$ cat src/rtl/lsm_pipelined.sv
// rtl/lsm_pipelined.sv - pipelined load/store unit with Wishbone B4 pipelined master
// In-order writeback through a tag FIFO; ack data is queued so bypass entries cannot lose an ack.
module lsm_pipelined #(
   parameter int MAX_OUTSTANDING = 4,
   parameter int TIMEOUT_CYCLES  = 255
) (
   input  logic        clk_i,
   input  logic        rst_i,
   input  logic        input_valid_i,
   output logic        input_ready_o,
   input  logic [31:0] addr_i,
   input  logic        enable_i,
   input  logic        write_i,
   input  logic [31:0] store_data_i,
   input  logic [3:0]  sel_i,
   input  logic        unsigned_i,
   input  logic        reg_write_i,
   input  logic [4:0]  reg_addr_i,
   output logic [31:0] wb_adr_o,
   input  logic [31:0] wb_dat_i,
   output logic [31:0] wb_dat_o,
   output logic        wb_we_o,
   output logic [3:0]  wb_sel_o,
   output logic        wb_stb_o,
   input  logic        wb_ack_i,
   output logic        wb_cyc_o,
   input  logic        wb_stall_i,
   output logic        output_valid_o,
   output logic        reg_write_o,
   output logic [4:0]  reg_addr_o,
   output logic [31:0] reg_data_o,
   output logic        timeout_o
);
   localparam int AW = (MAX_OUTSTANDING > 1) ? $clog2(MAX_OUTSTANDING) : 1;
   localparam int CW = AW + 1;
   localparam int TW = (TIMEOUT_CYCLES > 1) ? $clog2(TIMEOUT_CYCLES + 1) : 1;
   localparam logic [TW-1:0] T_LAST = TW'((TIMEOUT_CYCLES > 0) ? TIMEOUT_CYCLES - 1 : 0);
   localparam logic [CW-1:0] DEPTH  = CW'(MAX_OUTSTANDING);

   logic          t_en   [MAX_OUTSTANDING];
   logic          t_wr   [MAX_OUTSTANDING];
   logic          t_rw   [MAX_OUTSTANDING];
   logic [4:0]    t_ra   [MAX_OUTSTANDING];
   logic [3:0]    t_sel  [MAX_OUTSTANDING];
   logic          t_uns  [MAX_OUTSTANDING];
   logic [31:0]   t_byp  [MAX_OUTSTANDING];
   logic [31:0]   d_mem  [MAX_OUTSTANDING];

   logic [AW-1:0] wr_ptr, rd_ptr, d_wr_ptr, d_rd_ptr;
   logic [CW-1:0] count, mem_count, d_count;
   logic [TW-1:0] tcnt;

   logic          accept, push_mem, awaiting, ack_v, head_valid;
   logic          pop, pop_mem, d_take, d_put, abort;
   logic [31:0]   ld_raw;

   function automatic logic [31:0] load_ext(input logic [31:0] d, input logic [3:0] s,
                                            input logic u);
      logic [7:0]  b;
      logic [15:0] h;
      logic [31:0] r;
      b = d[7:0];
      h = d[15:0];
      r = d;
      case (s)
         4'b0001: b = d[7:0];
         4'b0010: b = d[15:8];
         4'b0100: b = d[23:16];
         4'b1000: b = d[31:24];
         4'b1100: h = d[31:16];
         default: ;
      endcase
      case (s)
         4'b0001, 4'b0010, 4'b0100, 4'b1000: r = u ? {24'b0, b} : {{24{b[7]}}, b};
         4'b0011, 4'b1100:                   r = u ? {16'b0, h} : {{16{h[15]}}, h};
         default:                            r = d;
      endcase
      return r;
   endfunction

   assign input_ready_o = (count < DEPTH) && !(wb_stb_o && wb_stall_i);
   assign accept        = input_valid_i && input_ready_o;
   assign push_mem      = accept && enable_i;
   // Memory entries not yet matched by an ack; acks beyond these are stray.
   assign awaiting      = mem_count > d_count;
   assign ack_v         = wb_ack_i && awaiting;
   assign wb_cyc_o      = wb_stb_o || awaiting;
   assign head_valid    = count != '0;
   assign pop           = head_valid && (!t_en[rd_ptr] || d_count != '0 || ack_v);
   assign pop_mem       = pop && t_en[rd_ptr];
   assign d_take        = pop_mem && d_count != '0;
   assign d_put         = ack_v && !(pop_mem && d_count == '0);
   assign ld_raw        = (d_count != '0) ? d_mem[d_rd_ptr] : wb_dat_i;
   assign abort         = (TIMEOUT_CYCLES != 0) && awaiting && !ack_v && tcnt == T_LAST;

   always_ff @(posedge clk_i) begin
      if (accept) begin
         t_en[wr_ptr]  <= enable_i;
         t_wr[wr_ptr]  <= write_i;
         t_rw[wr_ptr]  <= reg_write_i;
         t_ra[wr_ptr]  <= reg_addr_i;
         t_sel[wr_ptr] <= sel_i;
         t_uns[wr_ptr] <= unsigned_i;
         t_byp[wr_ptr] <= store_data_i;
      end
      if (d_put)
         d_mem[d_wr_ptr] <= wb_dat_i;
   end

   always_ff @(posedge clk_i or posedge rst_i) begin
      if (rst_i) begin
         wb_stb_o       <= 1'b0;
         wb_we_o        <= 1'b0;
         wb_adr_o       <= '0;
         wb_dat_o       <= '0;
         wb_sel_o       <= '0;
         output_valid_o <= 1'b0;
         reg_write_o    <= 1'b0;
         reg_addr_o     <= '0;
         reg_data_o     <= '0;
         timeout_o      <= 1'b0;
         wr_ptr         <= '0;
         rd_ptr         <= '0;
         d_wr_ptr       <= '0;
         d_rd_ptr       <= '0;
         count          <= '0;
         mem_count      <= '0;
         d_count        <= '0;
         tcnt           <= '0;
      end else begin
         output_valid_o <= 1'b0;
         reg_write_o    <= 1'b0;
         timeout_o      <= 1'b0;
         if (abort) begin
            // Abort also discards anything accepted on this edge.
            wb_stb_o  <= 1'b0;
            timeout_o <= 1'b1;
            wr_ptr    <= '0;
            rd_ptr    <= '0;
            d_wr_ptr  <= '0;
            d_rd_ptr  <= '0;
            count     <= '0;
            mem_count <= '0;
            d_count   <= '0;
            tcnt      <= '0;
         end else begin
            if (push_mem) begin
               wb_stb_o <= 1'b1;
               wb_adr_o <= addr_i;
               wb_dat_o <= store_data_i;
               wb_we_o  <= write_i;
               wb_sel_o <= sel_i;
            end else if (!wb_stall_i) begin
               wb_stb_o <= 1'b0;
            end

            count     <= count + CW'(accept) - CW'(pop);
            mem_count <= mem_count + CW'(push_mem) - CW'(pop_mem);
            d_count   <= d_count + CW'(d_put) - CW'(d_take);
            if (accept) wr_ptr   <= wr_ptr + AW'(1);
            if (pop)    rd_ptr   <= rd_ptr + AW'(1);
            if (d_put)  d_wr_ptr <= d_wr_ptr + AW'(1);
            if (d_take) d_rd_ptr <= d_rd_ptr + AW'(1);

            if (ack_v || !awaiting)
               tcnt <= '0;
            else
               tcnt <= tcnt + TW'(1);

            if (pop) begin
               output_valid_o <= 1'b1;
               reg_write_o    <= t_rw[rd_ptr] && !t_wr[rd_ptr];
               reg_addr_o     <= t_ra[rd_ptr];
               if (!t_en[rd_ptr])
                  reg_data_o <= t_byp[rd_ptr];
               else if (t_wr[rd_ptr])
                  reg_data_o <= '0;
               else
                  reg_data_o <= load_ext(ld_raw, t_sel[rd_ptr], t_uns[rd_ptr]);
            end
         end
      end
   end
endmodule

$ cat config.mk
export PLATFORM = sky130hd
export DESIGN_NAME = lsm_pipelined
export DESIGN_NICKNAME = d
export VERILOG_FILES = /design/src/rtl/lsm_pipelined.sv
export SDC_FILE = /design/constraint.sdc
export NUM_CORES = 1
export LEC_CHECK = 0
export CELL_PAD_IN_SITES_DETAIL_PLACEMENT = 0
export CELL_PAD_IN_SITES_GLOBAL_PLACEMENT = 1
export CORE_MARGIN = 2
export CORE_UTILIZATION = 47
export DETAILED_ROUTE_END_ITERATION = 16
export HOLD_SLACK_MARGIN = 0.06
export PLACE_DENSITY = 0.76
export RECOVER_POWER = 50
export SETUP_SLACK_MARGIN = 0.1
export SKIP_CTS_REPAIR_TIMING = 1
export SLEW_MARGIN = 30
export SYNTH_ARGS = -nofsm -noshare
export SYNTH_HDL_FRONTEND = slang
export SYNTH_SLANG_ARGS = --single-unit
export TNS_END_PERCENT = 10
$ cat constraint.sdc
create_clock -name clk_i -period 6.3 [get_ports clk_i]
set_input_delay 1.575 -clock clk_i [delete_from_list [all_inputs] [get_ports clk_i]]
set_output_delay 1.575 -clock clk_i [all_outputs]
set_load 0.005 [all_outputs]
Run 1, placed standard cells:
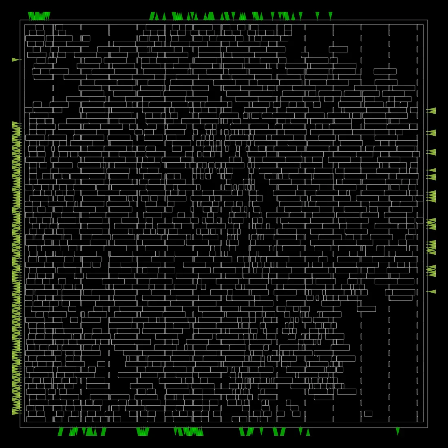
core area: 38470 um^2
Rows: 72
FF+latch count: 443
number of tapcells: 518

Run 1, signal wires by layer:
(2 px per um) Only two layers are drawn.
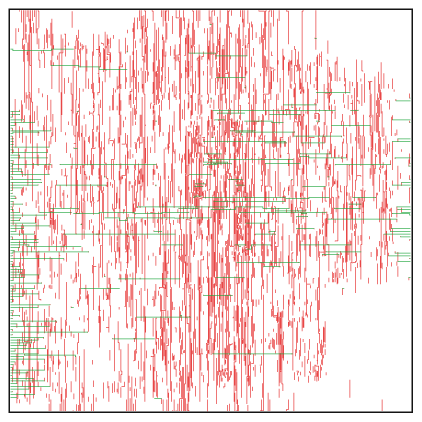
legend:
  green:
    layer: met3
    wire_length: 2630 um
  red:
    layer: met2
    wire_length: 18700 um
WL per Instance: 22.36 um
Vias: 10035
final wirelength: 40330 um
gr usage total: 20.04%

Run 1, cell sizes after repair:
(2 px per um)
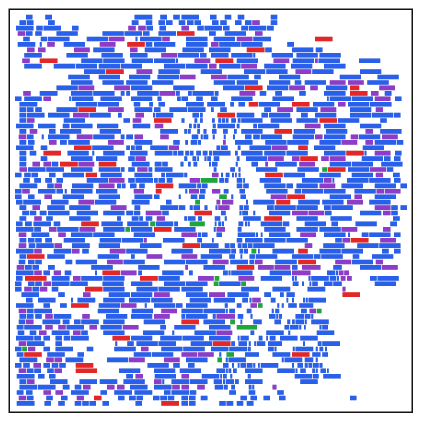
legend:
  red:
    size: drive 6 and up
    cells: 56
    share: 4.4%
    most_used: clkbuf_16
  purple:
    size: drive 2
    cells: 206
    share: 16%
    most_used: mux2_2
  green:
    size: drive 3 to 4
    cells: 18
    share: 1.4%
    most_used: buf_4
  blue:
    size: drive 1 or less
    cells: 1005
    share: 78%
    most_used: edfxtp_1
Worst Slack Setup Final: 1.701 ns
buffers outside the clock class: 239
design area: 22440 um^2

==> Changelog: implementation, run 1 <==
### Physical design

- Power Combinational: 4.43 mW
- Met1 Use GR: 29.42%
- Slew Viols, Final: 38
- Post-DP HPWL: 26040 um
- Sw power: 3.751 mW
- Clk_buf instances: 67
- Residual DRC count: 0
- Layout fillers: 2974
- Area growth syn-to-layout: 23.26%
- CP required: 4.72 ns
- # IOs: 226
- Pleak: 7.990 nW
- Ys flops: 443
- Die X: 200.8 um
- Comb power frac: 39.0%
- Register area: 12630 um^2
- Largest type area fraction: 50.81%
- Syn nets: 1150
- Chip area: 40320 um^2
- Yosys stat cell total: 1014
- Measured slew at the worst slew-check pin: 2.236 ns
- CTS tree: yes
- Multi-input gate area: 5265 um^2
- Multi-input gates: 493
- Async set or reset register ratio after synthesis: 30.47%
- Period utilisation layout: 73.00%
- Placed cells: 1719
- Non-clk invs: 26
- CTS buffer count: 45
- Met3 wire length: 2626 um
- Power in the clock group: 2.58 mW
- Htree depth: 2
- Top sig layer: met4
- Initial antenna violation count: 1
- Syn Inst Count: 1014
- Clock share of power: 22.7%
- Minimum clock period: 4.599 ns
- Clock sink count: 443
- First-pass GRT wire length: 62030 um
- Post-synth seq share: 69.37%
- Clk buf depth: 3
- Top Layout Cells: edfxtp_1, clkdlybuf4s50_1, dfrtp_1
- Switching power share of the total: 32.99%
- Final clock-cell share: 6.380%
- Outcome: complete, but fails checks
- Yosys Chip Area: 18200 um^2
- Syn avg cell area: 17.95 um^2
- Post-synth cell types: 60
- Root Driver: clkbuf_16
- Most common cell in the synthesized netlist: edfxtp_1
- Critical path fanouts, max: 6
- Seq power: 4.35 mW
- Vias per cell: 5.563
- Failing checks: max-capacitance violations, max-slew violations
- Slew HR: -49.05%
- Area post-placement: 21010 um^2
- CP top delay family: buffers and inverters
- Fin. Hold Viols: 0
- Initial DRC count: 760
- Logic share of the area: 23.47%
- Sequence of cells on the critical path: dlygate4sd3_1, a21oi_1, clkdlybuf4s50_1
- Max-capacitance violation count: 1
- Die Y: 200.8 um
- Worst Hold Class: reg2reg
- Post-Syn Area: 18200 um^2
- RSZ-0062 raised after global routing: no
- Crit path DAT: 3.02 ns
- Clock-pin slew of the registers on the worst-case setup and hold paths: 0.06 ns
- Number of OpenROAD warnings: 33
- Post-route ant nets: 0
- Most common logic cell in the routed design: edfxtp_1
- Setup CP Type: in2out
- I/O Buffers: 225
- Yosys warns: 0
==> run 1: sequential cells by signal, indices dropped and copies added (netlist names), 3 cells and up <==
register and flops:
t_rw 4, wb_dat_o 32, mem_count 3, wb_adr_o 32
t_sel 16, t_ra 20, d_mem 128, t_uns 4
d_count 3, t_en 4, count 3, t_byp 128
reg_addr_o 5, tcnt 8, t_wr 4, reg_data_o 32
wb_sel_o 4
==> run 1: metrics by stage <==
stage | setup slack [ns] | util (%) | hold slack, ns | power, mW
floorplan | 1.114 | - | 0.4940 | 7.129
global placement | 1.865 | 54.62 | 0.4897 | 8.814
detailed placement | 1.828 | 54.62 | 0.4956 | 8.883
CTS | 1.822 | 58.34 | 0.5085 | 11.51
global route | 1.482 | 58.33 | 0.5205 | 12.02
finish | 1.701 | 58.33 | 0.5031 | 11.37
==> run 1: kinds of logic (layout without fill, tap and decap cells) <==
logic type      after synthesis  in the layout  share of synthesized area, %
compound gates               95             95                         4.152
xor+xnor                     21             21                         1.052
fa+ha+maj                    22             22                         1.636
buf+inv                      78            349                         1.904
flops                       443            443                         69.37
mux                         207            207                         17.32
other cells                   0              1                             0
simple gates                148            148                         4.564
==> run 1: path summary, 6_finish.rpt <==
check	startpoint	endpoint	slack, ns	cells after the start
max in group asynchronous	rst_i	wb_dat_o[13]	2.06	3
worst min register to register	wb_adr_o[10]	wb_adr_o[10]	0.50	1
min in group asynchronous	rst_i	wb_adr_o[27]	1.65	2
worst min-delay path	wb_adr_o[10]	wb_adr_o[10]	0.50	1
worst max register to register	d_count[1]	reg_data_o[20]	2.35	9
worst max-delay path	wb_stall_i	input_ready_o	1.70	3
Run 1, ports around the boundary:
(2 px per um) Pins as bars across the die edge, other pins in gray.
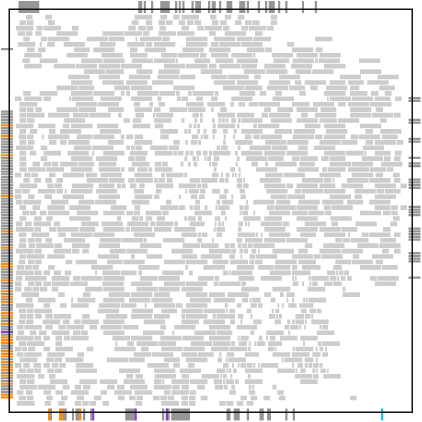

==> run 2, diff against run 1 <==
--- a/config.mk
+++ b/config.mk
@@ -8,10 +8,10 @@
 export CELL_PAD_IN_SITES_DETAIL_PLACEMENT = 0
 export CELL_PAD_IN_SITES_GLOBAL_PLACEMENT = 1
 export CORE_MARGIN = 2
-export CORE_UTILIZATION = 47
+export CORE_UTILIZATION = 43
 export DETAILED_ROUTE_END_ITERATION = 16
 export HOLD_SLACK_MARGIN = 0.06
-export PLACE_DENSITY = 0.76
+export PLACE_DENSITY = 0.73
 export RECOVER_POWER = 50
 export SETUP_SLACK_MARGIN = 0.1
 export SKIP_CTS_REPAIR_TIMING = 1
==> constraint.sdc (replaced) <==
create_clock -name clk_i -period 4 [get_ports clk_i]
set_input_delay 1 -clock clk_i [delete_from_list [all_inputs] [get_ports clk_i]]
set_output_delay 1 -clock clk_i [all_outputs]
set_load 0.005 [all_outputs]
Run 2, ports around the boundary:
(2 px per um) Pins as bars across the die edge, other pins in gray.
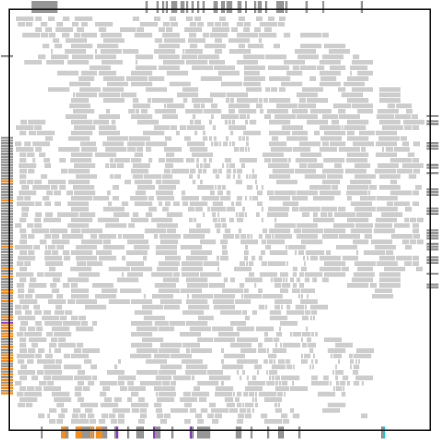
legend:
  purple:
    port: wb_sel_o
    pins: 4
    direction: output
    edge: 3 south, 1 west
  orange:
    port: addr_i
    pins: 32
    direction: input
    edge: 23 west, 9 south
  cyan:
    port: timeout_o
    pins: 1
    direction: output
    edge: south
Die X: 209.7 um
Die Y: 209.7 um
I/O Buffers: 225

==> Changelog: implementation, run 2 <==
### Physical design

- Max-capacitance violation count: 0
- Htree depth: 2
- Slew HR: 5.062%
- CP required: 3.00 ns
- Clk buf depth: 3
- Ys flops: 443
- Syn Inst Count: 1014
- Yosys stat cell total: 1014
- Initial DRC count: 666
- Initial antenna violation count: 1
- Period utilisation layout: 91.18%
- Gr usage total: 19.17%
- Layout Utilization: 54.35%
- Vias per cell: 5.458
- Critical path fanouts, max: 3
- Area growth syn-to-layout: 24.96%
- Yosys warns: 0
- Root Driver: clkbuf_16
- Post-DP HPWL: 26960 um
- Total Power: 18.39 mW
- Crit path DAT: 2.65 ns
- Final Hold Slack: 0.5033 ns
- Pleak: 8.145 nW
- Biggest registers after layout: d_mem (128), t_byp (128)
- Vias: 10098
- Core area: 41850 um^2
- Chip area: 43990 um^2
- Clock sink count: 443
- Setup CP Type: reg2out
- First-pass GRT wire length: 63500 um
- Outcome: finished, final reports clean
- Hold path cells: 1
- CTS buffer count: 46
- Worst slack, placed: 0.3204 ns
- Placed cells: 1764
- Post-synth seq share: 69.37%
- Worst Slack Setup Final: 0.3528 ns
- Residual DRC count: 0
- Area post-placement: 21310 um^2
- Async set or reset register ratio after synthesis: 30.47%
- Design area: 22750 um^2
- Syn avg cell area: 17.95 um^2
- Post-synth cell types: 60
- CTS tree: yes
- Worst Reg-to-Reg Cells: 6
- # IOs: 226
- Most common logic cell in the routed design: edfxtp_1
- Syn nets: 1150
- Top Layout Cells: edfxtp_1, clkdlybuf4s50_1, dfrtp_1
- Yosys Chip Area: 18200 um^2
- Most common cell in the synthesized netlist: edfxtp_1
- Post-Syn Area: 18200 um^2
## run 2: cells by family after synthesis
kind of cell | Yosys count | share of synthesized area (%)
simple gates | 148 | 4.564
mux | 207 | 17.32
compound gates | 95 | 4.152
fa+ha+maj | 22 | 1.636
buf+inv | 78 | 1.904
xor+xnor | 21 | 1.052
flops | 443 | 69.37
## run 2: worst max-delay path, cell delays in order (launching register included)
cell	delay, ns
dfrtp_1	0.42
inv_1	0.10
ha_1	0.30
a211oi_1	0.38
nor2_1	0.15
or2_2	0.29
clkdlybuf4s50_1	0.44
## run 2: cell type report
type,count,area (um^2)
Fill cell,3382,19110
Sequential cell,443,12630
Multi-Input combinational cell,493,5258
Timing Repair Buffer,263,2529
Clock buffer,69,1277
Tap cell,539,674.4
Clock inverter,17,275.3
Inverter,26,98.84
## run 2: report_power, final
| part | internal (mW) | switching, mW | total, mW |
|---|---|---|---|
| registers | 6.16 | 0.626 | 6.79 |
| logic | 3.61 | 3.61 | 7.22 |
| clock network | 2.66 | 1.72 | 4.39 |
| total | 12.4 | 5.96 | 18.4 |
## run 2: path summary, 6_finish.rpt
kind                             start             end  slack, ns
hold / removal             wb_adr_o[9]     wb_adr_o[9]       0.50
hold reg to reg            wb_adr_o[9]     wb_adr_o[9]       0.50
max in group asynchronous        rst_i  reg_data_o[11]       1.29
min in group asynchronous        rst_i    wb_adr_o[18]       1.08
setup reg to reg             rd_ptr[0]  reg_data_o[26]       0.69
setup / recovery            d_count[1]        wb_cyc_o       0.35
## run 2: routing by layer
metal  GRT usage, %  up-vias  routed length, um
li1               -     4485                  -
met2          29.66      330              19170
met3          5.387       50               3032
met4          4.084        0                610
met1          27.33     5233              18500
met5              0        -                  0
Run 2, cell sizes after repair:
(2 px per um)
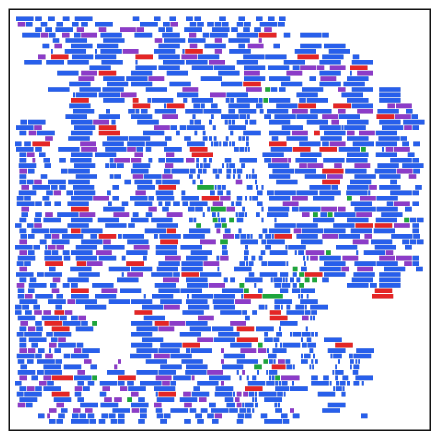

==> run 3, diff against run 2 <==
--- a/config.mk
+++ b/config.mk
@@ -5,13 +5,13 @@
 export SDC_FILE = /design/constraint.sdc
 export NUM_CORES = 1
 export LEC_CHECK = 0
-export CELL_PAD_IN_SITES_DETAIL_PLACEMENT = 0
-export CELL_PAD_IN_SITES_GLOBAL_PLACEMENT = 1
+export CELL_PAD_IN_SITES_DETAIL_PLACEMENT = 2
+export CELL_PAD_IN_SITES_GLOBAL_PLACEMENT = 2
 export CORE_MARGIN = 2
-export CORE_UTILIZATION = 43
+export CORE_UTILIZATION = 37
 export DETAILED_ROUTE_END_ITERATION = 16
 export HOLD_SLACK_MARGIN = 0.06
-export PLACE_DENSITY = 0.73
+export PLACE_DENSITY = 0.72
 export RECOVER_POWER = 50
 export SETUP_SLACK_MARGIN = 0.1
 export SKIP_CTS_REPAIR_TIMING = 1
Run 3, cell sizes after repair:
(2 px per um)
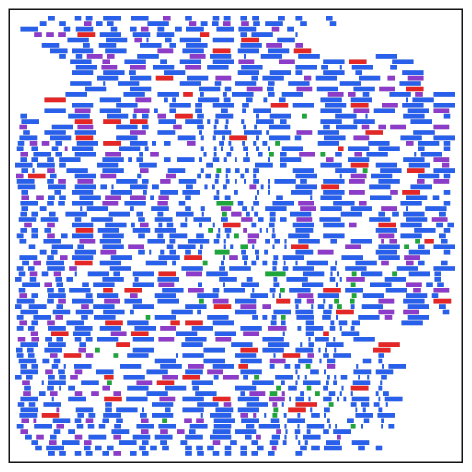
legend:
  purple:
    size: drive 2
    cells: 205
    share: 16%
    most_used: mux2_2
  red:
    size: drive 6 and up
    cells: 63
    share: 4.8%
    most_used: clkbuf_16
  green:
    size: drive 3 to 4
    cells: 41
    share: 3.1%
    most_used: buf_4
  blue:
    size: drive 1 or less
    cells: 1012
    share: 77%
    most_used: edfxtp_1
buffers outside the clock class: 269
Area growth syn-to-layout: 26.14%
design area: 22960 um^2
Worst Slack Setup Final: 0.3790 ns

==> Changelog: implementation, run 3 <==
### Physical design

- Outcome: complete, but fails checks
- Failing checks: max-capacitance violations, max-slew violations
- Vias: 10260
- # IOs: 226
- Syn nets: 1150
- Layout fillers: 4479
- XORs/XNORs by Area: 1.052%
- CP Launch Point: d_count[1]
- Worst slack, placed: 0.3099 ns
- Top Layout Cells: edfxtp_1, clkdlybuf4s50_1, dfrtp_1
- Max-capacitance violation count: 2
- GRT met2 Usage: 32.87%
- Top Consumer: combinational cells
- MUX share of area: 17.32%
- Worst Reg-to-Reg Cells: 7
- Residual DRC count: 0
- Period utilisation layout: 90.52%
- Sw power: 6.372 mW
- Largest type area fraction: 50.81%
- Fin. Hold Viols: 0
- CTS tree: yes
- Met3 Use GR: 4.541%
- Critical path fanouts, max: 3
- Crit path DAT: 2.62 ns
- Hold path start: wb_adr_o[11]
- Placed cells: 1895
- Slew Viols, Final: 78
- Clock share of power: 23.4%
- Seq power: 6.83 mW
- Most common cell in the synthesized netlist: edfxtp_1
- Biggest registers after layout: d_mem (128), t_byp (128)
- Yosys Chip Area: 18200 um^2
- First-pass GRT wire length: 75250 um
- Final Hold Slack: 0.5010 ns
- Yosys warns: 0
- Syn avg cell area: 17.95 um^2
- Hold path cells: 1
- Rows: 81
- Die Y: 225.8 um
- WL per Instance: 24.76 um
- Internal: 12.42 mW
- I/O Buffers: 225
- Root Driver: clkbuf_16
- Syn Inst Count: 1014
- CP required: 3.00 ns
- Clock sink count: 443
- Reg power frac: 36.3%
- Yosys adder share: 1.636%
## run 3: cell types whose count changed in the layout (fill, tap and decap cells not counted), sizes merged
cell / before / now
clkinvlp: 1 / 3
clkbuf: 80 / 85
buf: 27 / 36
bufinv: 7 / 3
diode: 0 / 1
clkdlybuf4s50: 146 / 140
clkinv: 8 / 6
dlygate4sd3: 79 / 85
## run 3: final timing paths
kind	to
worst max register to register	reg_data_o[20]
worst min-delay path	wb_adr_o[11]
worst max-delay path	wb_cyc_o
worst min register to register	wb_adr_o[11]
min in group asynchronous	wb_adr_o[17]
max in group asynchronous	reg_data_o[9]
## run 3: metrics by stage
step | util, % | area (um^2)
2_1_floorplan | - | 18210
3_3_place_gp | 44.00 | 21450
3_5_place_dp | 44.00 | 21450
4_1_cts | 47.18 | 23000
5_1_grt | 47.10 | 22960
6_report | 47.10 | 22960
## run 3: routing by layer
| metal | vias to the layer above | wire (um) |
|---|---|---|
| li1 | 4493 | - |
| met1 | 5451 | 21510 |
| met2 | 248 | 24130 |
| met3 | 66 | 2655 |
| met4 | 2 | 876 |
| met5 | - | 11 |
## run 3: final cells by class
type / count / area (um^2) / area share (%)
multi-input cells: 493 / 5265 / 22.93
clock inverters: 13 / 147.6 / 0.6430
diodes: 1 / 2.502 / 0.01090
flip-flops and latches: 443 / 12630 / 55.02
well taps: 664 / 830.8 / 3.618
repair buffers: 269 / 2581 / 11.24
clock buffers: 77 / 1401 / 6.103
inverters: 26 / 98.84 / 0.4305
## run 3: critical path, stage by stage, from the launching register on
cell             delay (ns)
dfrtp_1                0.42
inv_1                  0.11
ha_1                   0.32
a211oi_2               0.30
nor2_1                 0.13
or2_2                  0.30
clkdlybuf4s50_1        0.45
No activity file was given, so power comes from the tool's default toggle rates.
